File: src/rtl/ifft_output_streamer.sv
// Drains the IFFT result RAM after each completed transform and streams the real part
// of every bin as a saturated 12-bit offset-binary sample, paced by sample_tick.
module ifft_output_streamer #(
    parameter int N          = 4096,
    parameter int ADDR_W     = 12,
    parameter int SHIFT      = 4,
    parameter int FIFO_DEPTH = 8
) (
    input  logic              CLK,
    input  logic              RESET,
    input  logic              frame_valid,
    output logic [ADDR_W-1:0] ram_addr,
    input  logic [31:0]       ram_q,
    input  logic              sample_tick,
    output logic [11:0]       dac_sample,
    output logic              busy,
    output logic              frame_done,
    output logic              underrun
);

    localparam int PTR_W = $clog2(FIFO_DEPTH);
    localparam int CNT_W = PTR_W + 1;
    localparam logic [ADDR_W-1:0] LAST_ADDR    = ADDR_W'(N - 1);
    localparam logic [CNT_W:0]    DEPTH_CREDIT = (CNT_W + 1)'(FIFO_DEPTH);

    typedef enum logic [1:0] {
        IDLE,
        READ,
        DRAIN
    } state_t;

    state_t state, state_next;

    logic [11:0]       fifo_mem [FIFO_DEPTH];
    logic [PTR_W-1:0]  wr_ptr, rd_ptr;
    logic [CNT_W-1:0]  fifo_count;
    logic              inflight;

    logic [ADDR_W-1:0] addr_next;
    logic              busy_next, done_next, issue, accept;
    logic              push, pop, fifo_empty;
    logic [CNT_W:0]    credit;

    logic signed [15:0] real_part, shifted;
    logic [11:0]        sat, sample_in;

    // Data read last cycle is on ram_q now; scale, clamp and convert to offset binary.
    always_comb begin
        real_part = $signed(ram_q[31:16]);
        shifted   = real_part >>> SHIFT;
        if (shifted > 16'sd2047) begin
            sat = 12'h7FF;
        end else if (shifted < -16'sd2048) begin
            sat = 12'h800;
        end else begin
            sat = shifted[11:0];
        end
        sample_in = {~sat[11], sat[10:0]};
    end

    assign fifo_empty = (fifo_count == '0);
    assign push       = inflight;
    assign pop        = sample_tick && !fifo_empty;
    // Reads in flight are counted as occupied slots so the FIFO can never overflow.
    assign credit     = {1'b0, fifo_count} + {{CNT_W{1'b0}}, inflight};

    always_comb begin
        state_next = state;
        addr_next  = ram_addr;
        busy_next  = busy;
        done_next  = 1'b0;
        issue      = 1'b0;
        accept     = 1'b0;
        case (state)
            IDLE: begin
                if (frame_valid) begin
                    accept     = 1'b1;
                    state_next = READ;
                    addr_next  = '0;
                    busy_next  = 1'b1;
                end
            end
            READ: begin
                if (credit < DEPTH_CREDIT) begin
                    issue = 1'b1;
                    if (ram_addr == LAST_ADDR) begin
                        state_next = DRAIN;
                    end else begin
                        addr_next = ram_addr + ADDR_W'(1);
                    end
                end
            end
            DRAIN: begin
                if (pop && !inflight && fifo_count == CNT_W'(1)) begin
                    done_next  = 1'b1;
                    busy_next  = 1'b0;
                    state_next = IDLE;
                end
            end
            default: state_next = IDLE;
        endcase
    end

    always_ff @(posedge CLK) begin
        if (RESET) begin
            state      <= IDLE;
            ram_addr   <= '0;
            busy       <= 1'b0;
            frame_done <= 1'b0;
            inflight   <= 1'b0;
        end else begin
            state      <= state_next;
            ram_addr   <= addr_next;
            busy       <= busy_next;
            frame_done <= done_next;
            inflight   <= issue;
        end
    end

    always_ff @(posedge CLK) begin
        if (push) begin
            fifo_mem[wr_ptr] <= sample_in;
        end
    end

    // No bypass: a tick against an empty FIFO is an underrun even if a push lands now.
    always_ff @(posedge CLK) begin
        if (RESET) begin
            wr_ptr     <= '0;
            rd_ptr     <= '0;
            fifo_count <= '0;
            dac_sample <= 12'h800;
            underrun   <= 1'b0;
        end else begin
            if (push) begin
                wr_ptr <= wr_ptr + PTR_W'(1);
            end
            if (pop) begin
                dac_sample <= fifo_mem[rd_ptr];
                rd_ptr     <= rd_ptr + PTR_W'(1);
            end
            if (push && !pop) begin
                fifo_count <= fifo_count + CNT_W'(1);
            end else if (pop && !push) begin
                fifo_count <= fifo_count - CNT_W'(1);
            end
            if (accept) begin
                underrun <= 1'b0;
            end else if (sample_tick && fifo_empty && busy) begin
                underrun <= 1'b1;
            end
        end
    end

endmodule

File: config.mk
export PLATFORM = sky130hd
export DESIGN_NAME = ifft_output_streamer
export DESIGN_NICKNAME = d
export VERILOG_FILES = /design/src/rtl/ifft_output_streamer.sv
export SDC_FILE = /design/constraint.sdc
export NUM_CORES = 1
export LEC_CHECK = 0
export ABC_AREA = 1
export CAP_MARGIN = 30
export CORE_ASPECT_RATIO = 1.4
export CORE_UTILIZATION = 50
export DETAILED_ROUTE_END_ITERATION = 10
export GPL_TIMING_DRIVEN = 0
export PLACE_DENSITY_LB_ADDON = 0.15
export SLEW_MARGIN = 20
export SYNTH_ARGS = -nofsm -noshare
export SYNTH_HDL_FRONTEND = slang
export SYNTH_SLANG_ARGS = --single-unit
File: constraint.sdc
create_clock -name CLK -period 2.9 [get_ports CLK]
set_input_delay 0.29 -clock CLK [delete_from_list [all_inputs] [get_ports CLK]]
set_output_delay 0.29 -clock CLK [all_outputs]
set_load 0.02 [all_outputs]
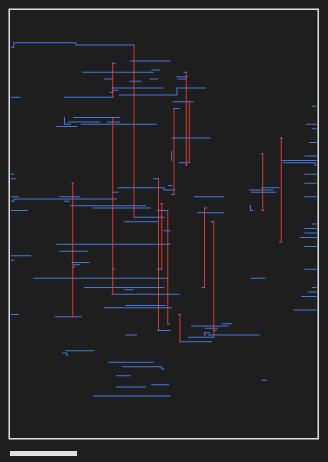
Figure 1: run 1, signal wires by layer.
Scale bar: 20 um. Two of the layers only.
blue -> M3  # wire length 818 um
red -> M4  # wire length 441 um

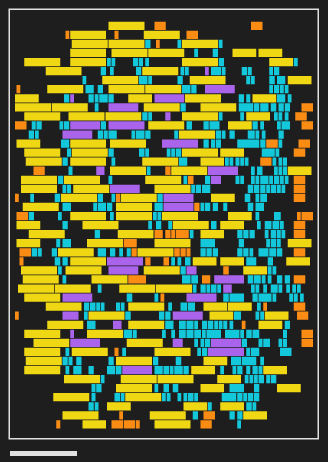
Figure 2: run 1, cells colored by class.
Scale bar: 20 um.
purple -> clock drivers and dummy loads  # cells 32
cyan -> remaining logic cells  # cells 381
orange -> remaining buffers and delay cells  # cells 63
yellow -> registers  # cells 136
final instance area: 6837 um^2
sequential portion of the cell area: 53.88%

==> out/qor.csv, run 1 <==
stage,metric,value,unit
status,status,"complete, no violations",
floorplanning,core,10980,um^2
yosys,seq_area_frac_synth,64.45,%
floorplanning,fp_util,52.06,%
setup_path,path_class,reg2reg,
yosys,synth_cell_types,34,
worst_hold_path,hold-path-endpoint,fifo_mem[5][3],
sta,fin_crit,2.326,ns
route,drt_iter0_markers,329,
yosys,synth_cells,550,
clocking,clk_pin_slew,0.06,ns
sta,setup_tns,0,ns
clocking,clock_latency,0.42,ns
worst_hold_path,hold_depth,1,
clocking,cts_tree,yes,
sta,worst_slack,0.5740,ns
floorplanning,boundaryPins,63,
route,first_pass_iters,5,
floorplanning,rows,45,
pwr,leakage,2.345,nW
global_route,grt_max_degree,17,
yosys,ys_chip_area,5715,um^2
finish,final_cell_mix,"edfxtp_1 (96), nor2_1 (95), nand2_1 (59)",
setup_path,regToRegSetupSlack,0.57,ns
sta,finalSetupViolCount,0,
setup_path,crit_chain,inv_1 -> ha_1 -> nand2_1 -> nand2_2 -> inv_2 -> buf_4 -> ha_1 -> nor2_1 -> o21ai_0 -> o21ai_0 -> a21oi_1,
floorplanning,chipArea,11870,um^2
sta,period_used_share,80.21,%
setup_path,required,3.20,ns
clocking,clock-sinks,136,
finish,nets,643,
pwr,powerDensity,918.4,nW/um^2
setup_path,worst-path-buf-inv,3,
setup_path,crit_arrival,2.63,ns
clocking,ctsResizeCount,0,
route,routedWlPerCell,18.63,um
pwr,finalPower,0.006279,W
yosys,synth.avg_cell_area,10.39,um^2
global_route,overflow,0,
finish,drive_above_1_share,11.11,%
finish,antenna_cells,0,
setup_path,crit_fanout,10,
global_route,grt_pass1_vias,4272,
finish,syn2layout_area_growth,19.61,%
yosys,ys_warn_count,0,
sta,rsz0062_at_grt,false,
sta,final-hold-violation-count,0,
sta,worst_slew_pin_slew,0.8888,ns
run,openroad.warnings,49,
sta,skew,0.01242,ns
setup_path,reg2reg_depth,11,
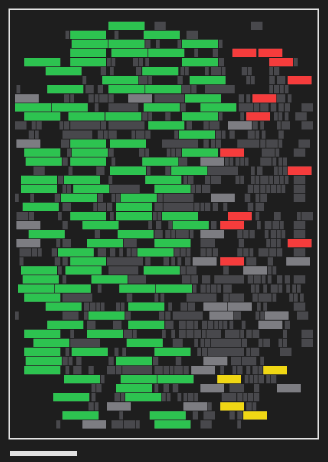
Figure 3: run 1, register map, names as in the netlist.
Scale bar: 20 um. Other sequential cells in the stronger gray, the rest of the logic in the fainter gray.
red -> `ram_addr`  # flops 12
green -> `fifo_mem`  # flops 96
yellow -> `fifo_count`  # flops 4, where lower right
not colored = 24
Register Area: 3684 um^2
Seq. pwr: 0.00234 W

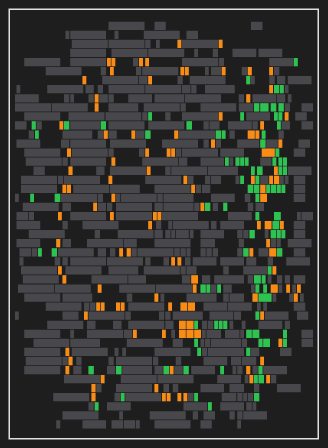
Figure 4: run 1, selected gate families.
orange -> nor cells  # cells 112, most used nor2_1, where spread over the die
green -> nand cells  # cells 95, most used nand2_1
final cell count without fillers: 753
logic share of the area: 25.82%
most instantiated logic cell after routing: edfxtp_1

[run 1: logic make-up after synthesis]
family	share of synthesized area, %
buffers and inverters	5.013
DFF	64.45
AOI/OAI and AO/OA	13.16
and+or+nand+nor	15.17
adders and majority gates	1.751
xor gates and xnor gates	0.4598
[run 1: layer usage]
layer / part of all wire (%) / GRT usage [%] / vias to the layer above
li1: - / - / 2015
met1: 40 / 27.76 / 2062
met2: 51 / 44.27 / 191
met3: 5.8 / 5.201 / 36
met4: 3.1 / 13.51 / 0
met5: 0 / 0 / -
[run 1: registers in the layout (all words and copies together) (netlist names), 2 cells and up]
| signal | flops |
|---|---|
| wr_ptr | 3 |
| fifo_mem | 96 |
| fifo_count | 4 |
| state | 2 |
| ram_addr | 12 |
| dac_sample | 12 |
| rd_ptr | 3 |
[run 1: worst register-to-register path, stage by stage, from the launching register on]
cell     delay [ns]
dfxtp_1        0.39
inv_1          0.12
ha_1           0.23
nand2_1        0.10
nand2_2        0.18
inv_2          0.18
buf_4          0.22
ha_1           0.32
nor2_1         0.12
o21ai_0        0.11
o21ai_0        0.19
a21oi_1        0.05
[run 1: how the worst max path moves through the flow]
stage                        startpoint  slack (ns)  depth (start not counted)        endpoint
final                     fifo_count[0]        0.57                         11   fifo_count[2]
after floorplan           fifo_count[0]        1.06                         11   fifo_count[2]
after global placement         inflight        0.61                          3  fifo_mem[0][6]
after global routing      fifo_count[0]        0.39                         11   fifo_count[2]
after CTS                 fifo_count[0]        0.61                         11   fifo_count[2]
after detailed placement  fifo_count[0]        0.62                         11   fifo_count[2]
[run 1: cell type report]
type | count | area (um^2)
Fill cell | 887 | 4143
Sequential cell | 136 | 3684
Multi-Input combinational cell | 350 | 1765
Clock buffer | 20 | 446.7
Timing Repair Buffer | 30 | 300.3
Clock inverter | 12 | 177.7
Tap cell | 141 | 176.4
Buffer | 33 | 170.2
Inverter | 31 | 116.4
[run 1: report_power, final]
| part | internal [W] | switching (W) |
|---|---|---|
| sequential | 0.00223 | 0.000112 |
| combinational | 0.000599 | 0.00108 |
| clock | 0.00146 | 0.000796 |
| total | 0.00429 | 0.00199 |
[run 1: synthesized netlist by cell type, types with 10 or more instances]
master	n	area, um^2
o211ai_1	23	172.7
o21ai_1	10	50.05
clkbuf_1	17	63.81
nand3_1	29	145.1
nor2_1	103	386.6
edfxtp_1	96	2883
inv_1	26	97.59
nand2_1	59	221.5
o21ai_0	54	270.3
dfxtp_1	40	800.8
a21oi_1	35	175.2
[run 1: metrics by stage]
stage / hold WS, ns / util [%]
CTS: 0.2146 / 62.27
global placement: 0.4545 / 56.40
finish: 0.2170 / 62.27
global route: 0.2335 / 62.27
detailed placement: 0.4590 / 56.58
floorplan: 0.4632 / -
Figure 5. Track usage over the die (run 1).
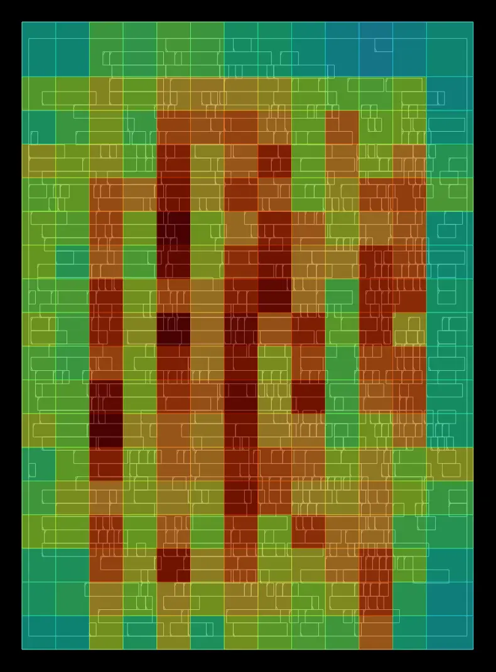

==> run 2: changes to the inputs <==
Clock period 2.9 ns to 2.25 ns, I/O delays scaled along.
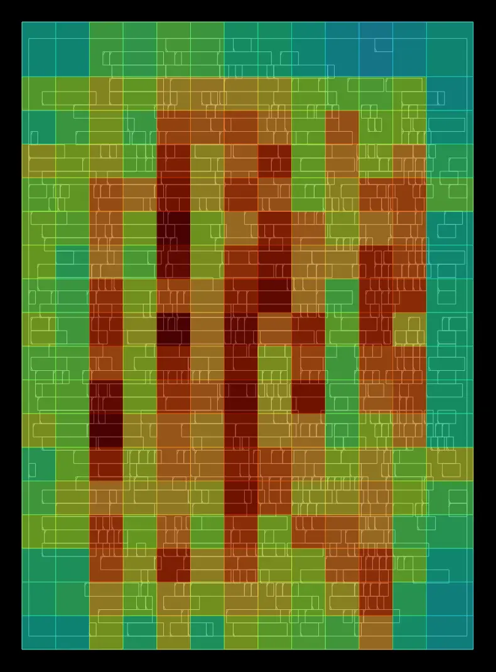
Figure 6: run 2, track usage over the die.
met2 GRT Util: 44.27%
met1 Use GR: 27.76%
final core occ: 62.34%
Routed WL per cell: 18.72 um

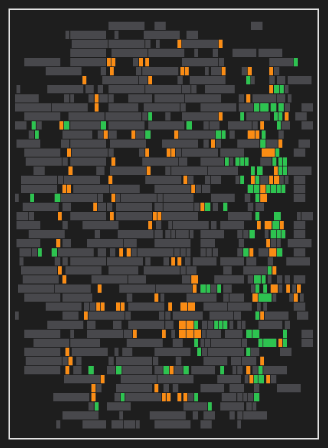
Figure 7: run 2, selected gate families.
logic share of the area: 25.90%
final cell count without fillers: 752

==> out/qor.csv, run 2 <==
stage,metric,value,unit
status,status,"complete, no violations",
clocking,clk_pin_slew,0.06,ns
finish,logic_area,1773,um^2
yosys,synth.avg_cell_area,10.39,um^2
yosys,ys_cells,550,
clocking,cts_hold_buf,0,
run,openroad.warnings,50,
route,drt_iter0_markers,283,
placement,io_buffers,30,
yosys,top_area_share,50.44,%
finish,top_regs,"fifo_mem (96), dac_sample (12), ram_addr (12)",
yosys,seq_area_frac_synth,64.45,%
route,vias,4300,
floorplanning,rows,45,
finish,nets,642,
finish,regArea,3684,um^2
clocking,cts_htree_levels,4,
sta,whs,0.1531,ns
finish,fillers,887,
finish,syn2layout_area_growth,19.75,%
sta,finalSetupViolCount,0,
setup_path,worst_setup_path_end_kind,flop,
yosys,synth_cell_types,34,
sta,max_freq,480.8,MHz
pwr,finalPower,0.008130,W
pwr,leakage,2.344,nW
setup_path,crit_fanout,10,
route,first_pass_iters,5,
yosys,synth-edff-count,96,
yosys,synthFlopType,edfxtp_1,
yosys,yosys.area.top_type,edfxtp_1,
finish,antenna_cells,0,
clocking,clock-sinks,136,
setup_path,path_class,reg2reg,
sta,period_used_share,92.45,%
floorplanning,core,10980,um^2
pwr,powerDensity,1188,nW/um^2
floorplanning,fp_util,52.06,%
yosys,ys_ff,136,
clocking,clock_latency,0.42,ns
sta,final-hold-violation-count,0,
yosys,ys_warn_count,0,
finish,largest_register_ffs,96,
sta,fin_crit,2.080,ns
floorplanning,boundaryPins,63,
yosys,top_cell,nor2_1,
yosys,synth.area.top_cells,"edfxtp_1 (50%), dfxtp_1 (14%), nor2_1 (6.8%), o21ai_0 (4.7%), nand2_1 (3.9%)",
yosys,ys_chip_area,5715,um^2
yosys,netlist_area,5715,um^2
finish,top_register,fifo_mem,
route,drt_wl_total,14.08,mm
yosys,synth_cells,550,
setup_path,required,2.56,ns
finish,final_cell_mix,"edfxtp_1 (96), nor2_1 (95), nand2_1 (59)",
yosys,synthTopCellsByCount,"nor2_1 (103), edfxtp_1 (96), nand2_1 (59), o21ai_0 (54), dfxtp_1 (40)",
global_route,grt_max_degree,17,
sta,rsz0062_at_grt,true,
global_route,overflow,0,
floorplanning,chipArea,11870,um^2
finish,drive_above_1_share,11.13,%
route,final_antenna_net_count,0,
finish,lay_top_count,edfxtp_1,
setup_path,crit_arrival,2.39,ns
clocking,numCtsBuffers,17,
sta,skew,0.005997,ns
global_route,grt_pass1_vias,4272,
clocking,cts_tree,yes,
sta,worst_slew_pin_slew,0.8610,ns
run 2: cells by family after synthesis:
family,Yosys count,share of synthesized area [%]
compound gates,131,13.16
xor+xnor,3,0.4598
fa+ha+maj,8,1.751
buf+inv,64,5.013
flops,136,64.45
simple gates,208,15.17
run 2: path summary, 6_finish.rpt:
| check | from | end | slack [ns] | depth (start not counted) |
|---|---|---|---|---|
| worst max register to register | fifo_count[0] | fifo_count[3] | 0.17 | 12 |
| worst min register to register | dac_sample[3] | dac_sample[3] | 0.47 | 2 |
| worst max-delay path | fifo_count[0] | fifo_count[3] | 0.17 | 12 |
| worst min-delay path | ram_q[23] | fifo_mem[3][3] | 0.15 | 1 |
run 2: metal layers:
metal / track usage, % / wire length (um)
met5: 0 / 0
met4: 13.51 / 427
met3: 5.201 / 852
met2: 44.27 / 7246
met1: 27.76 / 5550
run 2: through the flow:
step / setup slack (ns) / setup TNS, ns / cell area (um^2) / std cells
finish: 0.1699 / 0 / 6844 / 752
global placement: -0.04060 / -0.8653 / 6192 / 721
floorplan: 0.4099 / 0 / 5715 / 550
detailed placement: -0.02640 / -0.02640 / 6212 / 721
global route: -0.004556 / -0.004556 / 6844 / 752
CTS: 0.05444 / 0 / 6844 / 753
run 2: what timing repair did:
action,CTS,global route
buffers inserted,0,0
resized,2,5
endpoints found under the setup margin,1,3
pin swaps,0,0
run 2: layout make-up:
cell class	instances	share of cell area [%]
clock buffer	20	6.527
timing repair buffer	30	4.388
sequential	136	53.82
buffer	32	2.413
multi-input combinational	350	25.90
clock inverter	12	2.596
tap	141	2.578
inverter	31	1.773
run 2: worst max-delay path: stages (launching register included):
cell	delay (ns)
dfxtp_1	0.39
inv_1	0.12
ha_1	0.23
nand2_1	0.12
nand2_4	0.14
buf_4	0.22
ha_1	0.24
inv_1	0.10
nand3_1	0.07
o21ai_0	0.11
nand3_1	0.11
nand2_1	0.07
nor2_1	0.04
run 2: where the power goes:
group	total, W	switching [W]	internal (W)
combinational	0.00219	0.00142	0.000776
clock	0.00292	0.00104	0.00188
sequential	0.00302	0.000146	0.00287
Power is estimated from default activity; no workload was simulated.
